===== config.mk =====
export PLATFORM = sky130hd
export DESIGN_NAME = trap_ctrl
export DESIGN_NICKNAME = d
export VERILOG_FILES = /design/src/rtl/trap_ctrl_pkg.sv /design/src/rtl/trap_cause_enc.sv /design/src/rtl/trap_ctrl.sv
export SDC_FILE = /design/constraint.sdc
export NUM_CORES = 1
export LEC_CHECK = 0
export ABC_AREA = 1
export CAP_MARGIN = 10
export CELL_PAD_IN_SITES_DETAIL_PLACEMENT = 0
export CELL_PAD_IN_SITES_GLOBAL_PLACEMENT = 1
export CORE_MARGIN = 2
export CORE_UTILIZATION = 30
export CTS_BUF_LIST = sky130_fd_sc_hd__clkbuf_4 sky130_fd_sc_hd__clkbuf_8
export CTS_CLUSTER_DIAMETER = 80
export CTS_CLUSTER_SIZE = 20
export DETAILED_ROUTE_END_ITERATION = 10
export GPL_TIMING_DRIVEN = 0
export PLACE_DENSITY = 0.93
export SYNTH_ARGS = -nofsm -noshare
export SYNTH_HDL_FRONTEND = slang
export SYNTH_SLANG_ARGS = --single-unit

===== constraint.sdc =====
create_clock -name clk -period 5.3 [get_ports clk]
set_clock_uncertainty 0.15 [all_clocks]
set_input_delay 1.06 -clock clk [delete_from_list [all_inputs] [get_ports clk]]
set_output_delay 1.06 -clock clk [all_outputs]
set_load 0.1 [all_outputs]

===== src/rtl/trap_ctrl_pkg.sv =====
// trap_ctrl_pkg: CSR addresses, mcause codes and sequencer states shared by trap_ctrl and trap_cause_enc
package trap_ctrl_pkg;
  localparam logic [11:0] CSR_MSTATUS = 12'h300;
  localparam logic [11:0] CSR_MTVEC = 12'h305;
  localparam logic [11:0] CSR_MEPC = 12'h341;
  localparam logic [11:0] CSR_MCAUSE = 12'h342;
  localparam logic [11:0] CSR_MTVAL = 12'h343;
  localparam logic [4:0] CAUSE_ILLEGAL = 5'd2;
  localparam logic [4:0] CAUSE_EBREAK = 5'd3;
  localparam logic [4:0] CAUSE_ECALL = 5'd11;
  localparam logic [4:0] CAUSE_IRQ_SOFT = 5'd3;
  localparam logic [4:0] CAUSE_IRQ_TIMER = 5'd7;
  localparam logic [4:0] CAUSE_IRQ_EXT = 5'd11;
  typedef enum logic [2:0] {IDLE, W_MEPC, W_MCAUSE, W_MTVAL, W_MSTATUS, JUMP, W_MRET, MRET_JUMP} state_t;
endpackage


===== src/rtl/trap_cause_enc.sv =====
// trap_cause_enc: prioritises exceptions, mret and enabled interrupts into take/cause/tval
module trap_cause_enc
  import trap_ctrl_pkg::*;
#(
  parameter int DW = 32
) (
  input  logic          illegal,
  input  logic          ebreak,
  input  logic          ecall,
  input  logic          mret,
  input  logic          ex_trap,
  input  logic          soft_trap,
  input  logic          tcmp_trap,
  input  logic          mie,
  input  logic [DW-1:0] inst,
  output logic          take,
  output logic          is_mret,
  output logic [DW-1:0] cause,
  output logic [DW-1:0] tval
);
  logic exc;
  logic irq;
  logic [4:0] code;
  assign exc = illegal | ebreak | ecall;
  assign irq = mie & (ex_trap | soft_trap | tcmp_trap);
  assign is_mret = !exc & mret;
  assign take = exc | mret | irq;
  assign code = illegal ? CAUSE_ILLEGAL : ebreak ? CAUSE_EBREAK : ecall ? CAUSE_ECALL :
                ex_trap ? CAUSE_IRQ_EXT : soft_trap ? CAUSE_IRQ_SOFT : CAUSE_IRQ_TIMER;
  assign cause = {!exc, {(DW-6){1'b0}}, code};
  assign tval = illegal ? inst : '0;
endmodule


===== src/rtl/trap_ctrl.sv =====
// trap_ctrl: trap/mret sequencer on the CSR trap channel; define TRAP_VECTORED_EN for vectored interrupt targets
module trap_ctrl
  import trap_ctrl_pkg::*;
#(
  parameter int DW = 32,
  parameter int CAW = 12
) (
  input  logic           clk,
  input  logic           rst,
  input  logic           inst_valid_i,
  input  logic [DW-1:0]  inst_addr_i,
  input  logic [DW-1:0]  inst_i,
  input  logic           ecall_i,
  input  logic           ebreak_i,
  input  logic           illegal_i,
  input  logic           mret_i,
  input  logic           ex_trap_i,
  input  logic           soft_trap_i,
  input  logic           tcmp_trap_i,
  input  logic           mstatus_MIE3_i,
  input  logic [DW-1:0]  mepc_i,
  input  logic           idex_csr_we_i,
  output logic           trap_csr_we_o,
  output logic [CAW-1:0] trap_csr_addr_o,
  output logic [DW-1:0]  trap_csr_wdata_o,
  input  logic [DW-1:0]  trap_csr_rdata_i,
  output logic           hold_o,
  output logic           jump_o,
  output logic [DW-1:0]  jump_addr_o
);
  state_t state;
  logic [DW-1:0] epc, cause_q, tval_q, enc_cause, enc_tval, rd, base, vec;
  logic enc_take, enc_mret, go;
  trap_cause_enc #(.DW(DW)) u_enc (
    .illegal(illegal_i),
    .ebreak(ebreak_i),
    .ecall(ecall_i),
    .mret(mret_i),
    .ex_trap(ex_trap_i),
    .soft_trap(soft_trap_i),
    .tcmp_trap(tcmp_trap_i),
    .mie(mstatus_MIE3_i),
    .inst(inst_i),
    .take(enc_take),
    .is_mret(enc_mret),
    .cause(enc_cause),
    .tval(enc_tval)
  );
  assign go = inst_valid_i & enc_take;
  assign rd = trap_csr_rdata_i;
  assign base = {rd[DW-1:2], 2'b00};
`ifdef TRAP_VECTORED_EN
  assign vec = (cause_q[DW-1] && rd[1:0] == 2'b01) ? base + DW'({cause_q[4:0], 2'b00}) : base;
`else
  assign vec = base;
`endif
  // write states hold while idex owns the CSR port, so the write is retried
  always_ff @(posedge clk or posedge rst)
    if (rst) begin
      state <= IDLE;
      epc <= '0;
      cause_q <= '0;
      tval_q <= '0;
    end else case (state)
      IDLE: if (go) begin
        epc <= inst_addr_i;
        cause_q <= enc_cause;
        tval_q <= enc_tval;
        state <= enc_mret ? W_MRET : W_MEPC;
      end
      W_MEPC: if (!idex_csr_we_i) state <= W_MCAUSE;
      W_MCAUSE: if (!idex_csr_we_i) state <= W_MTVAL;
      W_MTVAL: if (!idex_csr_we_i) state <= W_MSTATUS;
      W_MSTATUS: if (!idex_csr_we_i) state <= JUMP;
      W_MRET: if (!idex_csr_we_i) state <= MRET_JUMP;
      default: state <= IDLE;
    endcase
  always_comb begin
    trap_csr_addr_o = '0;
    trap_csr_wdata_o = '0;
    case (state)
      W_MEPC: begin
        trap_csr_addr_o = CAW'(CSR_MEPC);
        trap_csr_wdata_o = epc;
      end
      W_MCAUSE: begin
        trap_csr_addr_o = CAW'(CSR_MCAUSE);
        trap_csr_wdata_o = cause_q;
      end
      W_MTVAL: begin
        trap_csr_addr_o = CAW'(CSR_MTVAL);
        trap_csr_wdata_o = tval_q;
      end
      W_MSTATUS: begin
        trap_csr_addr_o = CAW'(CSR_MSTATUS);
        trap_csr_wdata_o = {rd[DW-1:8], rd[3], rd[6:4], 1'b0, rd[2:0]};
      end
      W_MRET: begin
        trap_csr_addr_o = CAW'(CSR_MSTATUS);
        trap_csr_wdata_o = {rd[DW-1:8], 1'b1, rd[6:4], rd[7], rd[2:0]};
      end
      JUMP: trap_csr_addr_o = CAW'(CSR_MTVEC);
      default: ;
    endcase
  end
  assign trap_csr_we_o = state inside {W_MEPC, W_MCAUSE, W_MTVAL, W_MSTATUS, W_MRET};
  assign hold_o = (state != IDLE) | go;
  assign jump_o = state inside {JUMP, MRET_JUMP};
  assign jump_addr_o = state == JUMP ? vec : state == MRET_JUMP ? mepc_i : '0;
endmodule

Figure 1. Cell classes on the final placement.
(2 px per µm)
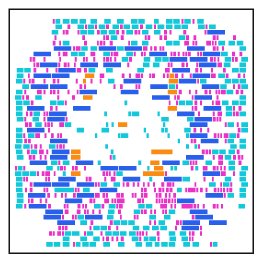
Cyan is remaining buffers and delay cells, cells 257. Magenta is combinational and other logic, cells 462. Blue is sequential cells, cells 72. Orange is clock drivers and dummy loads, cells 15.

Figure 2. Clock distribution.
(2 px per µm)
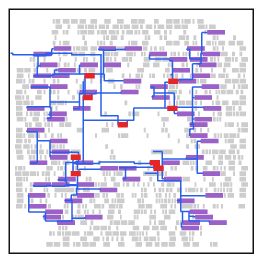
Purple is flip-flops, count 72. Red is clock drivers, count 9. Blue is clock wires, length 1010 µm.
Position of the flops: spread over the die. There are 10 routed clock nets.

Figure 3. Placed standard cells.
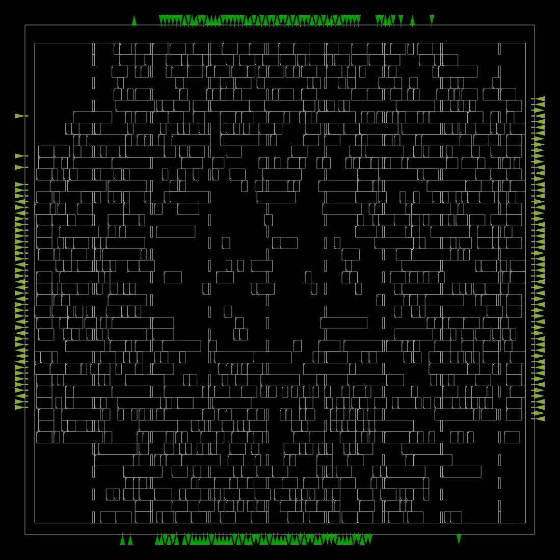
share of the final layout cell area in sequential cells: 26.8%
final sequential cell count: 72
number of placement rows: 42

==> results.txt <==
Flow results follow.

The hold violation count in the final report is 0. The final critical path takes up 83.4% of the cycle. The number of primary I/O pins is 219. The clock tree root buffer cell is sky130_fd_sc_hd__clkbuf_8. The routed via count divided by cell count is 4.58. The number of antenna-violating nets in the routed design is 0. The leakage component of the power was reported as 3.04 nW. The routed layout reports a DRC error count of 0.

The total die size is 0.0147 mm². The class occupying the most area after layout is reported as buffers. The endpoint arrival time on the critical path is 3210 ps. The final report lists a non-filler cell total of 982. Entering global routing, the biggest net connects 71 pins. The fraction of area in clock buffers and inverters is 3.33%. The highest layer touched by signal routing is met4.

Looking at the max-slew report, the worst-margin pin has a slew of 1010 ps. STA classifies the critical path startpoint as a flop. Per the layout report, the design carries 257 non-clock buffers. The startpoint-to-endpoint class of the critical path is reg -> out. After layout, the clock buffer instance count stands at 12. The count of H-tree levels built during CTS is 3. The flow inserted 176 tap cells. The worst path in the final design needs a cycle of 4420 ps, including I/O delays and setup.

The logic share of the area is 26.5%. The main kind of combinational logic by area is simple AND/OR/NAND/NOR gates. STA classifies the critical path endpoint as an output pin. In this run, the synthesized area fraction spent on xor and xnor cells is recorded as 0%. Measured along the y axis, the die boundary spans 121 µm.

The pre-CTS setup check shows a worst slack of 914 ps. The worst setup margin is 880 ps. The number of clock sinks seen by CTS is 72. Summed over all failing endpoints, the final setup total negative slack is 0 ps. The TritonCTS clock tree is yes. The initial antenna violation count is 0.

After the first detailed-routing iteration, the DRC count stood at 245. The first global-routing pass estimated 23.8 mm of wire. The die width is 121 µm. The flow ran to the end, and the final reports show no timing, DRC or antenna violations.

The layout report lists the non-clock buffer share of cell area as 35.9%. The number of detailed-route iterations in the first pass is 4. Per the power-grid run, VDD falls by no more than 0.357 mV. Per the TritonCTS log, the buffer count is 9.

For the completed layout, the total cell area is recorded as 0.00673 mm². In the detailed route, the total length drawn on met2 is 7.59 mm. No sink is reached through more buffers than the 2 on the longest clock path.

Global routing used 21.2% of the available tracks. The report lists the power per cell area as 731 mW/mm². The cell resize tally after clock tree synthesis is 0. The area inside the core boundary is 0.0133 mm². Per the Yosys statistics, synthesis produced 574 cells. In this run, the synthesized area fraction spent on and/or/nand/nor cells is recorded as 25.2%. Per the synth log, the flip-flop and latch total comes to 72.

Recorded from the global router log, the overflow total was 0. Summing all placed instances gives a cell area of 0.00651 mm². The total number of vias is 4493. The ratio of cells with drive above 1 in the final layout is 6.82%. The worst register-to-register path has a depth of 4. Setup repair after global routing left no endpoint under its margin. On the worst setup and hold paths after CTS, the clock-pin slew comes to 80 ps. The final layout contains routed wiring with a total length of 15.7 mm. By instance count after routing, the leading logic cell types are 211 x sky130_fd_sc_hd__clkdlybuf4s50_1, 192 x sky130_fd_sc_hd__nand2_1, 83 x sky130_fd_sc_hd__o21ai_0. The fmax is 226 MHz. Per the layout report, the design carries 76 non-clock inverters. The routed design uses 952 µm of met3 wire.

The later-pin clock latency in the skew report is 330 ps. In this run the mean area of a mapped cell was 7.19 µm². The depth of the worst hold-timing path is 2. The via count of the first global-routing pass is 4527. The sequential area share after synthesis is 43.7%. After its last routability iteration, the placer logged a weighted congestion of 0.837. Across the run, the number of max-cap violations was 0. The register area is 0.00180 mm². The number of distinct library cells after synthesis is 23.

In this run, the synthesized area fraction spent on AND-OR/OR-AND gates is recorded as 17.5%. Looking at the critical path, the highest net fanout was 10. The end-of-flow timing check tallies setup violations at 0. In this run the tightest slew margin relative to its limit is 32.4%. The count of buffers from port buffering is 211. Between the synthesized netlist and the finished layout, the area growth was recorded as 63.1%.

The met1 wire length is 7.03 mm. 386 cells are multi-input combinational gates. The total number of warnings across the stage logs is 26.

The Yosys step of the flow raised 0 warnings. In the floorplan report the effective utilization is 30.9%. The critical path required time is 4090 ps. In this run, placement finished with an instance count of 967.
-- state kept, by name (all words and copies together) (netlist names) --
signal   count
state        3
epc         32
tval_q      32
cause_q      5
-- critical path, stage by stage, from the launching register on --
cell and delay (ps):
sky130_fd_sc_hd__dfrtp_1 370, sky130_fd_sc_hd__buf_6 140, sky130_fd_sc_hd__nor2_1 130, sky130_fd_sc_hd__nand2_1 90, sky130_fd_sc_hd__inv_1 190, sky130_fd_sc_hd__clkbuf_1 490, sky130_fd_sc_hd__nand2_1 160, sky130_fd_sc_hd__o211ai_1 120
sky130_fd_sc_hd__clkdlybuf4s50_1 1170
-- per-stage QoR --
| step | hold slack (ps) | power, W | util (%) |
|---|---|---|---|
| finish | 328 | 0.00492 | 50.4 |
| global route | 358 | 0.00515 | 50.4 |
| global placement | 298 | 0.00442 | 48.5 |
| detailed placement | 308 | 0.00445 | 48.7 |
| floorplan | 285 | 0.00352 | - |
| CTS | 329 | 0.00496 | 50.4 |
-- worst paths after layout --
check | start | endpoint | slack [ps]
min in group asynchronous | rst | tval_q[0] | 780
setup reg to reg | state[1] | state[1] | 3510
hold reg to reg | cause_q[1] | cause_q[1] | 330
max in group asynchronous | rst | tval_q[9] | 3670
setup / recovery | state[2] | trap_csr_wdata_o[25] | 880
hold / removal | cause_q[1] | cause_q[1] | 330
-- metal layers --
layer,GRT usage [%],up-vias
met3,4.70,4
met4,4.24,0
met5,0,-
met1,27.2,2074
li1,-,2274
met2,36.8,141
-- power breakdown --
part           leakage, nW  total (W)  switching [W]  internal (W)
Sequential           0.917   0.000952       0.000146      0.000806
Combinational         2.01    0.00347        0.00265      0.000825
Clock                0.116   0.000497       0.000204      0.000293
Total                 3.04    0.00492        0.00300       0.00192
-- Yosys cell counts --
cell | number | share of area (%)
sky130_fd_sc_hd__conb_1 | 1 | 0.091
sky130_fd_sc_hd__nor2_1 | 10 | 0.91
sky130_fd_sc_hd__a21oi_1 | 3 | 0.36
sky130_fd_sc_hd__nor4_1 | 1 | 0.15
sky130_fd_sc_hd__buf_2 | 17 | 2.1
sky130_fd_sc_hd__o211ai_1 | 28 | 5.1
sky130_fd_sc_hd__clkbuf_1 | 12 | 1.1
sky130_fd_sc_hd__nor2_4 | 2 | 0.55
sky130_fd_sc_hd__nand3_2 | 1 | 0.24
sky130_fd_sc_hd__nor3_4 | 1 | 0.39
sky130_fd_sc_hd__nor3_1 | 1 | 0.12
sky130_fd_sc_hd__nand2_2 | 1 | 0.15
sky130_fd_sc_hd__clkbuf_2 | 1 | 0.12
sky130_fd_sc_hd__nand4_1 | 4 | 0.61
sky130_fd_sc_hd__nand2_1 | 192 | 17
sky130_fd_sc_hd__a22oi_1 | 2 | 0.36
sky130_fd_sc_hd__nand3_1 | 38 | 4.6
sky130_fd_sc_hd__inv_1 | 76 | 6.9
sky130_fd_sc_hd__buf_6 | 7 | 1.9
sky130_fd_sc_hd__dfrtp_1 | 72 | 44
sky130_fd_sc_hd__o21ai_1 | 13 | 1.6
sky130_fd_sc_hd__buf_4 | 8 | 1.5
sky130_fd_sc_hd__o21ai_0 | 83 | 10
Power figures rest on the tool's default switching activity, not on a simulated workload.
